===== src/rtl/sdram_arbiter.sv =====
`default_nettype none
// ----------------------------------------------------------------------------
// Module  : sdram_arbiter
// Purpose : Round-robin two-port arbiter in front of the SDRAM read/write
//           controller; optional completion watchdog via SDRAM_ARB_WDOG_EN.
// Rev     : 1.0
// ----------------------------------------------------------------------------
module sdram_arbiter #(
  parameter int ADDR_W      = 22,
  parameter int DATA_W      = 16,
  parameter int WDOG_CYCLES = 1024
) (
  input  logic              clk_50MHz,
  input  logic              reset,
  input  logic              init_done,
  input  logic              p0_req,
  input  logic              p0_we,
  input  logic [ADDR_W-1:0] p0_addr,
  input  logic [DATA_W-1:0] p0_wdata,
  input  logic              p1_req,
  input  logic              p1_we,
  input  logic [ADDR_W-1:0] p1_addr,
  input  logic [DATA_W-1:0] p1_wdata,
  output logic              p0_gnt,
  output logic              p1_gnt,
  output logic              p0_done,
  output logic              p1_done,
  output logic [DATA_W-1:0] p0_rdata,
  output logic [DATA_W-1:0] p1_rdata,
  output logic              cmd_valid,
  input  logic              cmd_ready,
  output logic              cmd_we,
  output logic [ADDR_W-1:0] cmd_addr,
  output logic [DATA_W-1:0] cmd_wdata,
  input  logic              cmd_done,
  input  logic [DATA_W-1:0] cmd_rdata,
  output logic              arb_err
);

  localparam logic [1:0] WAIT_INIT = 2'd0;
  localparam logic [1:0] IDLE      = 2'd1;
  localparam logic [1:0] ISSUE     = 2'd2;
  localparam logic [1:0] BUSY      = 2'd3;

  logic [1:0] state;
  logic [1:0] state_nxt;
  logic       owner;
  logic       last_owner;
  logic       any_req;
  logic       pick1;
  logic       accept;
  logic       finish;
  logic       abort;

  assign any_req = p0_req | p1_req;
  // Port 1 wins when alone, or on a tie when port 0 was served last.
  assign pick1   = p1_req & (~p0_req | ~last_owner);
  assign accept  = (state == ISSUE) & cmd_ready & ~abort;
  assign finish  = (state == BUSY) & cmd_done;

`ifdef SDRAM_ARB_WDOG_EN
  localparam int WDOG_W = (WDOG_CYCLES > 2) ? $clog2(WDOG_CYCLES) : 1;

  logic [WDOG_W-1:0] wdog_cnt;

  // A real completion in the same cycle as the timeout is honoured.
  assign abort = ((state == ISSUE) || (state == BUSY)) &&
                 (wdog_cnt == WDOG_W'(WDOG_CYCLES - 1)) && !finish;

  always_ff @(posedge clk_50MHz or posedge reset) begin
    if (reset) begin
      wdog_cnt <= '0;
      arb_err  <= 1'b0;
    end else begin
      arb_err <= abort;
      if (state == IDLE)
        wdog_cnt <= '0;
      else if ((state == ISSUE) || (state == BUSY))
        wdog_cnt <= wdog_cnt + 1'b1;
    end
  end
`else
  logic unused_wdog_cfg;

  assign unused_wdog_cfg = (WDOG_CYCLES > 0);
  assign abort           = 1'b0;
  assign arb_err         = 1'b0;
`endif

  always_ff @(posedge clk_50MHz or posedge reset) begin
    if (reset)
      state <= WAIT_INIT;
    else
      state <= state_nxt;
  end

  always_comb begin
    state_nxt = state;
    case (state)
      WAIT_INIT: if (init_done) state_nxt = IDLE;
      IDLE: begin
        if (!init_done)
          state_nxt = WAIT_INIT;
        else if (any_req)
          state_nxt = ISSUE;
      end
      ISSUE: begin
        if (abort)
          state_nxt = IDLE;
        else if (cmd_ready)
          state_nxt = BUSY;
      end
      BUSY: if (finish || abort) state_nxt = IDLE;
      default: state_nxt = WAIT_INIT;
    endcase
  end

  always_comb begin
    cmd_valid = (state == ISSUE);
  end

  always_ff @(posedge clk_50MHz or posedge reset) begin
    if (reset) begin
      owner      <= 1'b0;
      last_owner <= 1'b1;
      cmd_we     <= 1'b0;
      cmd_addr   <= '0;
      cmd_wdata  <= '0;
      p0_gnt     <= 1'b0;
      p1_gnt     <= 1'b0;
      p0_done    <= 1'b0;
      p1_done    <= 1'b0;
      p0_rdata   <= '0;
      p1_rdata   <= '0;
    end else begin
      p0_gnt  <= 1'b0;
      p1_gnt  <= 1'b0;
      p0_done <= 1'b0;
      p1_done <= 1'b0;
      if ((state == IDLE) && init_done && any_req) begin
        owner     <= pick1;
        cmd_we    <= pick1 ? p1_we    : p0_we;
        cmd_addr  <= pick1 ? p1_addr  : p0_addr;
        cmd_wdata <= pick1 ? p1_wdata : p0_wdata;
      end
      if (accept) begin
        p0_gnt     <= ~owner;
        p1_gnt     <= owner;
        last_owner <= owner;
      end
      if (finish || abort) begin
        p0_done <= ~owner;
        p1_done <= owner;
      end
      if (abort)
        last_owner <= owner;
      if (finish && !cmd_we) begin
        if (owner)
          p1_rdata <= cmd_rdata;
        else
          p0_rdata <= cmd_rdata;
      end
    end
  end

endmodule
`default_nettype wire


===== config.mk =====
export PLATFORM = sky130hd
export DESIGN_NAME = sdram_arbiter
export DESIGN_NICKNAME = d
export VERILOG_FILES = /design/src/rtl/sdram_arbiter.sv
export SDC_FILE = /design/constraint.sdc
export NUM_CORES = 1
export LEC_CHECK = 0
export CAP_MARGIN = 40
export CELL_PAD_IN_SITES_DETAIL_PLACEMENT = 1
export CELL_PAD_IN_SITES_GLOBAL_PLACEMENT = 2
export CORE_ASPECT_RATIO = 0.5
export CORE_UTILIZATION = 24
export DETAILED_ROUTE_END_ITERATION = 6
export GPL_TIMING_DRIVEN = 0
export PLACE_DENSITY = 0.81
export SYNTH_ARGS = -nofsm -noshare
export SYNTH_HDL_FRONTEND = slang
export SYNTH_SLANG_ARGS = --single-unit
export TNS_END_PERCENT = 1

===== constraint.sdc =====
create_clock -name clk_50MHz -period 3.2 [get_ports clk_50MHz]
set_input_delay 0.32 -clock clk_50MHz [delete_from_list [all_inputs] [get_ports clk_50MHz]]
set_output_delay 0.32 -clock clk_50MHz [all_outputs]
set_load 0.1 [all_outputs]

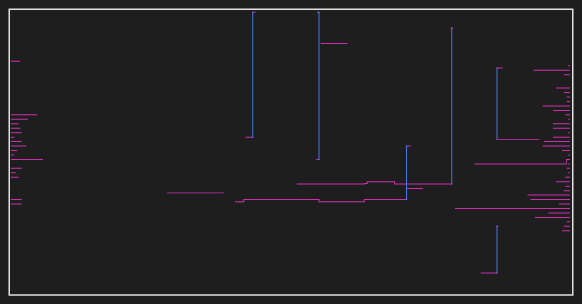
run_1/layers.png
Only two layers are drawn.
Key: M3 = magenta [wire length 400 um]; M4 = blue [wire length 183 um]
Routed WL per cell: 16.53 um
total track usage: 0.1712
vias: 3082

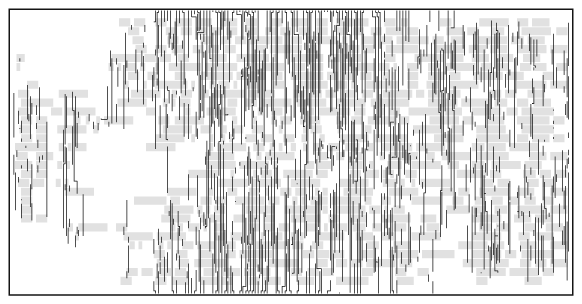
run_1/m2.png
The longest straight run is 42.5 um. 583 nets have wire on it.
drt total wl: 12150 um
met2 GRT Util: 0.3463

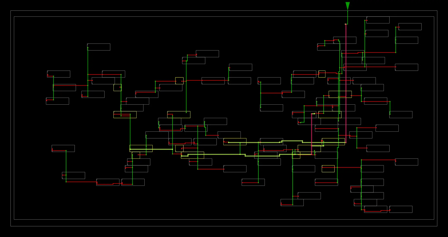
run_1/clock_nets.png
# clk buffers: 10
CTS Buf Count: 9
CTS sink cnt: 79

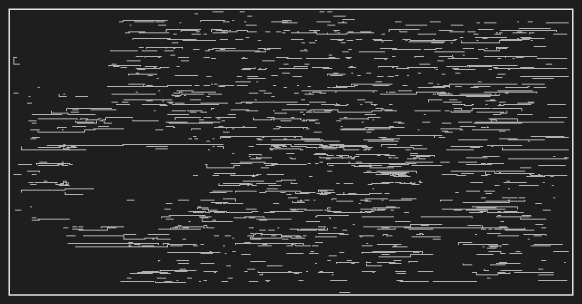
run_1/m1.png
The wires run mostly horizontal. 575 nets have wire on it. The layer carries 4550 um of wire.
met1 Resource Use GR: 0.1786

==> results.py, run 1 <==
# Generated from Yosys and OpenROAD reports
metrics = {
    "run_status": {
        "status": "finished clean",
    },
    "timing": {
        "worst_pin_slew_ns": 0.6798,
        "min_period_ns": 2.316,
        "post-route-period-util": 0.7236,
        "slew_headroom": 0.5426,
        "setup_violations": 0,
    },
    "die": {
        "boundaryPins": 178,
        "core_um2": 13780,
    },
    "global_routing": {
        "grt_pass1_vias": 3616,
        "antenna_found_initial": 0,
        "use_met3": 0.03425,
    },
    "logic_synthesis": {
        "top_cells_by_area": "dfrtp_1 (57%), mux2i_1 (12%), mux2_2 (7.2%)",
        "synthTopCellsByCount": "dfrtp_1 (78), nand2_1 (42), mux2i_1 (41)",
        "synth-edff-count": 0,
        "top_area_frac": 0.5664,
        "synth.most_common_cell": "dfrtp_1",
    },
    "final_layout": {
        "inverters": 3,
        "area_delta_synth_final_pct": 112.9,
        "n_all_buffers": 269,
        "utilization": 0.5324,
        "comb_cells": 176,
        "n_antenna_cell": 0,
        "mostFrequentLayoutCell": "clkdlybuf4s50_1",
        "layoutNonFillerInstCount": 735,
        "seq_area_um2": 1978,
        "comb_area_share": 0.1842,
    },
    "place": {
        "pre_cts_ws_ns": 1.017,
        "dp_cells": 719,
    },
    "clock_network": {
        "cts_resized": 0,
        "cts_tree": "built",
        "post_cts_buffers": 0,
    },
    "critical_path": {
        "crit_end": "cmd_valid",
        "cp_slowest_cell": "clkdlybuf4s50_1",
        "crit_path_start": "state[0]",
        "cp.arrival_ns": 2.00,
        "r2r_setup_slack_ns": 1.22,
        "cp_slowest_stage_delay_ns": 0.63,
        "critPathMaxFanout": 5,
    },
    "drt": {
        "drc": 0,
        "routed_via_density": 4.193,
        "highest-signal-layer": "met4",
    },
    "flow_run": {
        "max_cap_violations": 0,
    },
    "min_path": {
        "worstHoldPathType": "primary input to async pin",
    },
}
==> run 1: registers in the layout (all words and copies together), names as in the netlist, 2 cells and up <==
name / cells
cmd_addr: 22
cmd_wdata: 16
p0_rdata: 16
p1_rdata: 16
state: 2
==> run 1: kinds of logic (layout without fill, tap and decap cells) <==
| logic type | after synthesis | count (layout) | synth area share |
|---|---|---|---|
| compound gates | 44 | 44 | 0.06935 |
| fa+ha+maj | 5 | 5 | 0.01816 |
| buf+inv | 19 | 288 | 0.03377 |
| flops | 79 | 79 | 0.5741 |
| other cells | 1 | 1 | 0.001088 |
| mux | 73 | 73 | 0.2346 |
| simple gates | 53 | 53 | 0.06899 |
## Run 2: what changed since run 1
Clock period 3.2 ns to 2.3 ns, I/O delays scaled along.
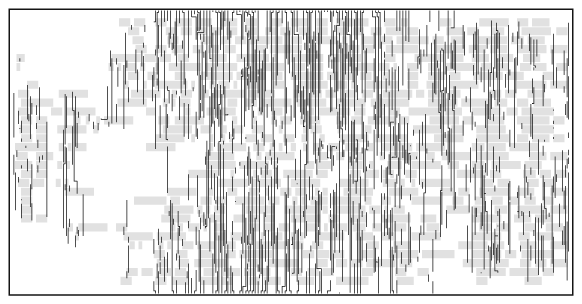
run_2/m2.png
The layer carries 7020 um of wire. The longest straight run is 42.5 um. The wires run mostly vertical. 583 nets have wire on it.

==> run 2 against run 1 <==
  * Sequential share of layout area is the same
  * Largest cell class unchanged
  * Area after synthesis unchanged
  * Global-route usage did not move
  * Register-to-register slack worse by 0.90 ns
  * Routed wire length unchanged
  * First-iteration DRC count unchanged
  * Worst hold slack worse by 0.090 ns
  * Core utilization stayed put
  * Clock-buffer cell count did not move
==> results.py, run 2 <==
# Generated from Yosys and OpenROAD reports
metrics = {
    "global_routing": {
        "grt_usage": 0.1712,
        "use_met3": 0.03425,
        "use_met1": 0.1786,
        "met2_usage": 0.3463,
        "antenna_found_initial": 0,
    },
    "place": {
        "pre_cts_ws_ns": 0.2068,
        "dp_cells": 719,
    },
    "drt": {
        "highest-signal-layer": "met4",
        "wire_per_inst_um": 16.53,
        "drc": 0,
        "vias": 3082,
        "wirelength_um": 12150,
    },
    "critical_path": {
        "crit_end": "cmd_valid",
        "critPathMaxFanout": 5,
        "crit_path_start": "state[0]",
        "r2r_setup_slack_ns": 0.32,
        "cp.arrival_ns": 2.00,
    },
    "final_layout": {
        "largest_reg_flops": 22,
        "n_antenna_cell": 0,
        "n_all_buffers": 269,
        "area_delta_synth_final_pct": 112.9,
        "seq_area_um2": 1978,
        "layoutNonFillerInstCount": 735,
        "comb_area_share": 0.1842,
        "utilization": 0.5324,
        "mostFrequentLayoutCell": "clkdlybuf4s50_1",
        "inverters": 3,
        "regMostFlops": "cmd_addr",
    },
    "logic_synthesis": {
        "top_area_frac": 0.5664,
        "synth-edff-count": 0,
        "synthTopCellsByCount": "dfrtp_1 (78), nand2_1 (42), mux2i_1 (41)",
        "top_cells_by_area": "dfrtp_1 (57%), mux2i_1 (12%), mux2_2 (7.2%)",
    },
    "clock_network": {
        "numCtsBuffers": 9,
        "cts.sinks": 79,
        "cts_tree": "built",
        "post_cts_buffers": 0,
    },
    "timing": {
        "setup_violations": 0,
        "post-route-period-util": 0.9677,
        "min_period_ns": 2.226,
    },
    "flow_run": {
        "max_cap_violations": 0,
    },
    "die": {
        "core_um2": 13780,
        "boundaryPins": 178,
    },
    "run_status": {
        "status": "finished clean",
    },
    "min_path": {
        "worstHoldPathType": "primary input to async pin",
    },
}
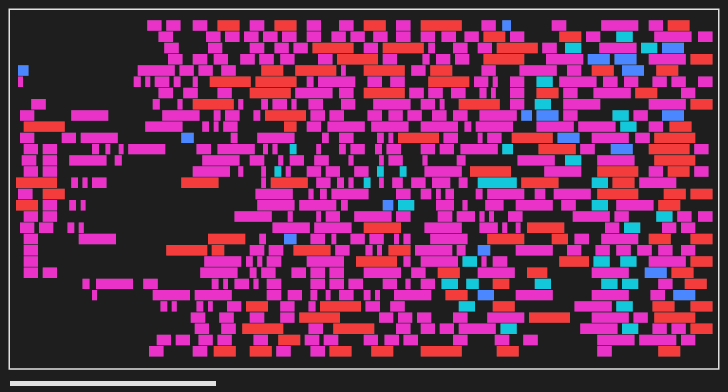
run_2/sizing.png
Bar = 50 um.
Key: x2 = cyan [cells 32, share 5.9%]; x1 and smaller = magenta [cells 401, share 74%]; x6 and larger = red [cells 92, share 17%]; x3 and x4 = blue [cells 18, share 3.3%]
final non-filler cell area: 7335 um^2
setup ws final: 0.07436 ns

==> run 2: cells by family (layout without fill, tap and decap cells) <==
| logic type | count (synthesis) | in the layout | synth area share |
|---|---|---|---|
| AND-OR/OR-AND | 44 | 44 | 0.06935 |
| flip-flops | 79 | 79 | 0.5741 |
| multiplexers | 73 | 73 | 0.2346 |
| other | 1 | 1 | 0.001088 |
| adder cells (fa/ha/maj) | 5 | 5 | 0.01816 |
| AND/OR/NAND/NOR | 53 | 53 | 0.06899 |
| buffers and inverters | 19 | 288 | 0.03377 |
==> run 2: worst max-delay path: cells and delay by family, from the launching register on <==
kind	cells	cell delay [ns]
buffers and inverters	3	0.96
adders and majority gates	1	0.27
DFF	1	0.43
## Run 3: what changed since run 2
Settings changed: CAP_MARGIN 40 to unset.
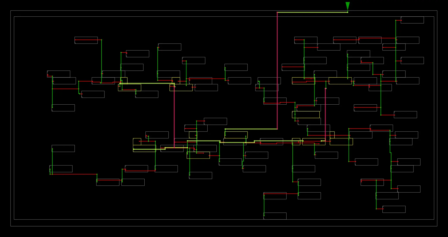
run_3/clock_nets.png
Worst Skew: 0.006849 ns

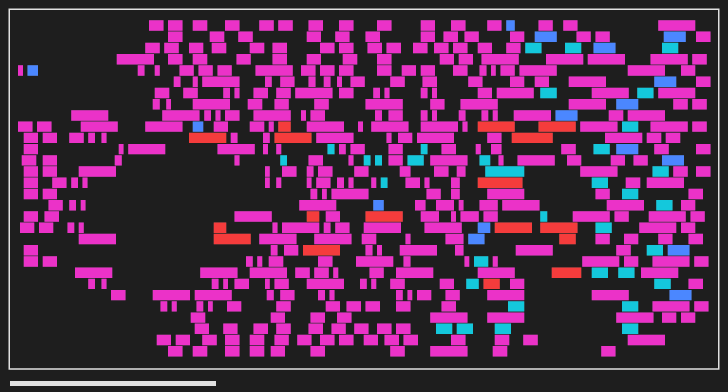
run_3/sizing.png
Bar = 50 um.
Key: x6 and larger = red [cells 17, share 3.6%]; x3 and x4 = blue [cells 16, share 3.4%]; x1 and smaller = magenta [cells 400, share 86%]; x2 = cyan [cells 34, share 7.3%]
final non-filler cell area: 5776 um^2
Signal buffers: 193
setup ws final: 0.1707 ns

==> run 3 against run 2 <==
  * Via count fell by 11%
  * Core utilization fell by 11 points
  * Sequential share of layout area rose by 7.3 points
  * Critical path depth fell by 3
  * Final cell count fell by 10%
  * Area after synthesis did not move
  * First-iteration DRC count rose by 7.5%
==> results.py, run 3 <==
# Generated from Yosys and OpenROAD reports
metrics = {
    "run_status": {
        "status": "finished clean",
    },
    "drt": {
        "wire_per_inst_um": 15.05,
        "routed_via_density": 4.182,
        "vias": 2756,
        "drc": 0,
        "highest-signal-layer": "met4",
    },
    "final_layout": {
        "area_delta_synth_final_pct": 67.61,
        "n_antenna_cell": 0,
        "utilization": 0.4193,
    },
    "global_routing": {
        "use_met3": 0.03607,
        "met2_usage": 0.2580,
    },
    "critical_path": {
        "crit_path_start": "cmd_we",
        "crit_cells": 1,
        "r2r_setup_slack_ns": 0.36,
    },
    "timing": {
        "setup_violations": 0,
        "worst_pin_slew_ns": 1.017,
    },
    "logic_synthesis": {
        "synth.most_common_cell": "dfrtp_1",
        "ys_sh_aoi": 0.06935,
    },
    "die": {
        "core_um2": 13780,
    },
    "clock_network": {
        "cts.sinks": 79,
    },
}
-- run 3: how the worst min path moves through the flow --
stage | startpoint | endpoint | depth (start not counted)
finish | reset | p1_rdata[0] | 2
CTS | reset | p1_rdata[0] | 2
detailed placement | cmd_addr[10] | cmd_addr[10] | 2
global placement | cmd_wdata[6] | cmd_wdata[6] | 2
floorplan | cmd_ready | p0_gnt | 2
global route | reset | p1_rdata[0] | 2
-- run 3: area by class of cell --
type	count	area, um^2
buffer	16	105.1
clock buffer	9	225.2
clock inverter	7	77.57
fill	1494	8000
inverter	3	13.76
multi-input combinational	176	1351
sequential	79	1978
tap	192	240.2
timing repair buffer	177	1784
-- run 3: repair_timing --
item                       in CTS  in global routing
setup endpoints to repair       1                  1
hold endpoints to repair        0                  0
gates resized                   2                  1
gates cloned                    0                  0
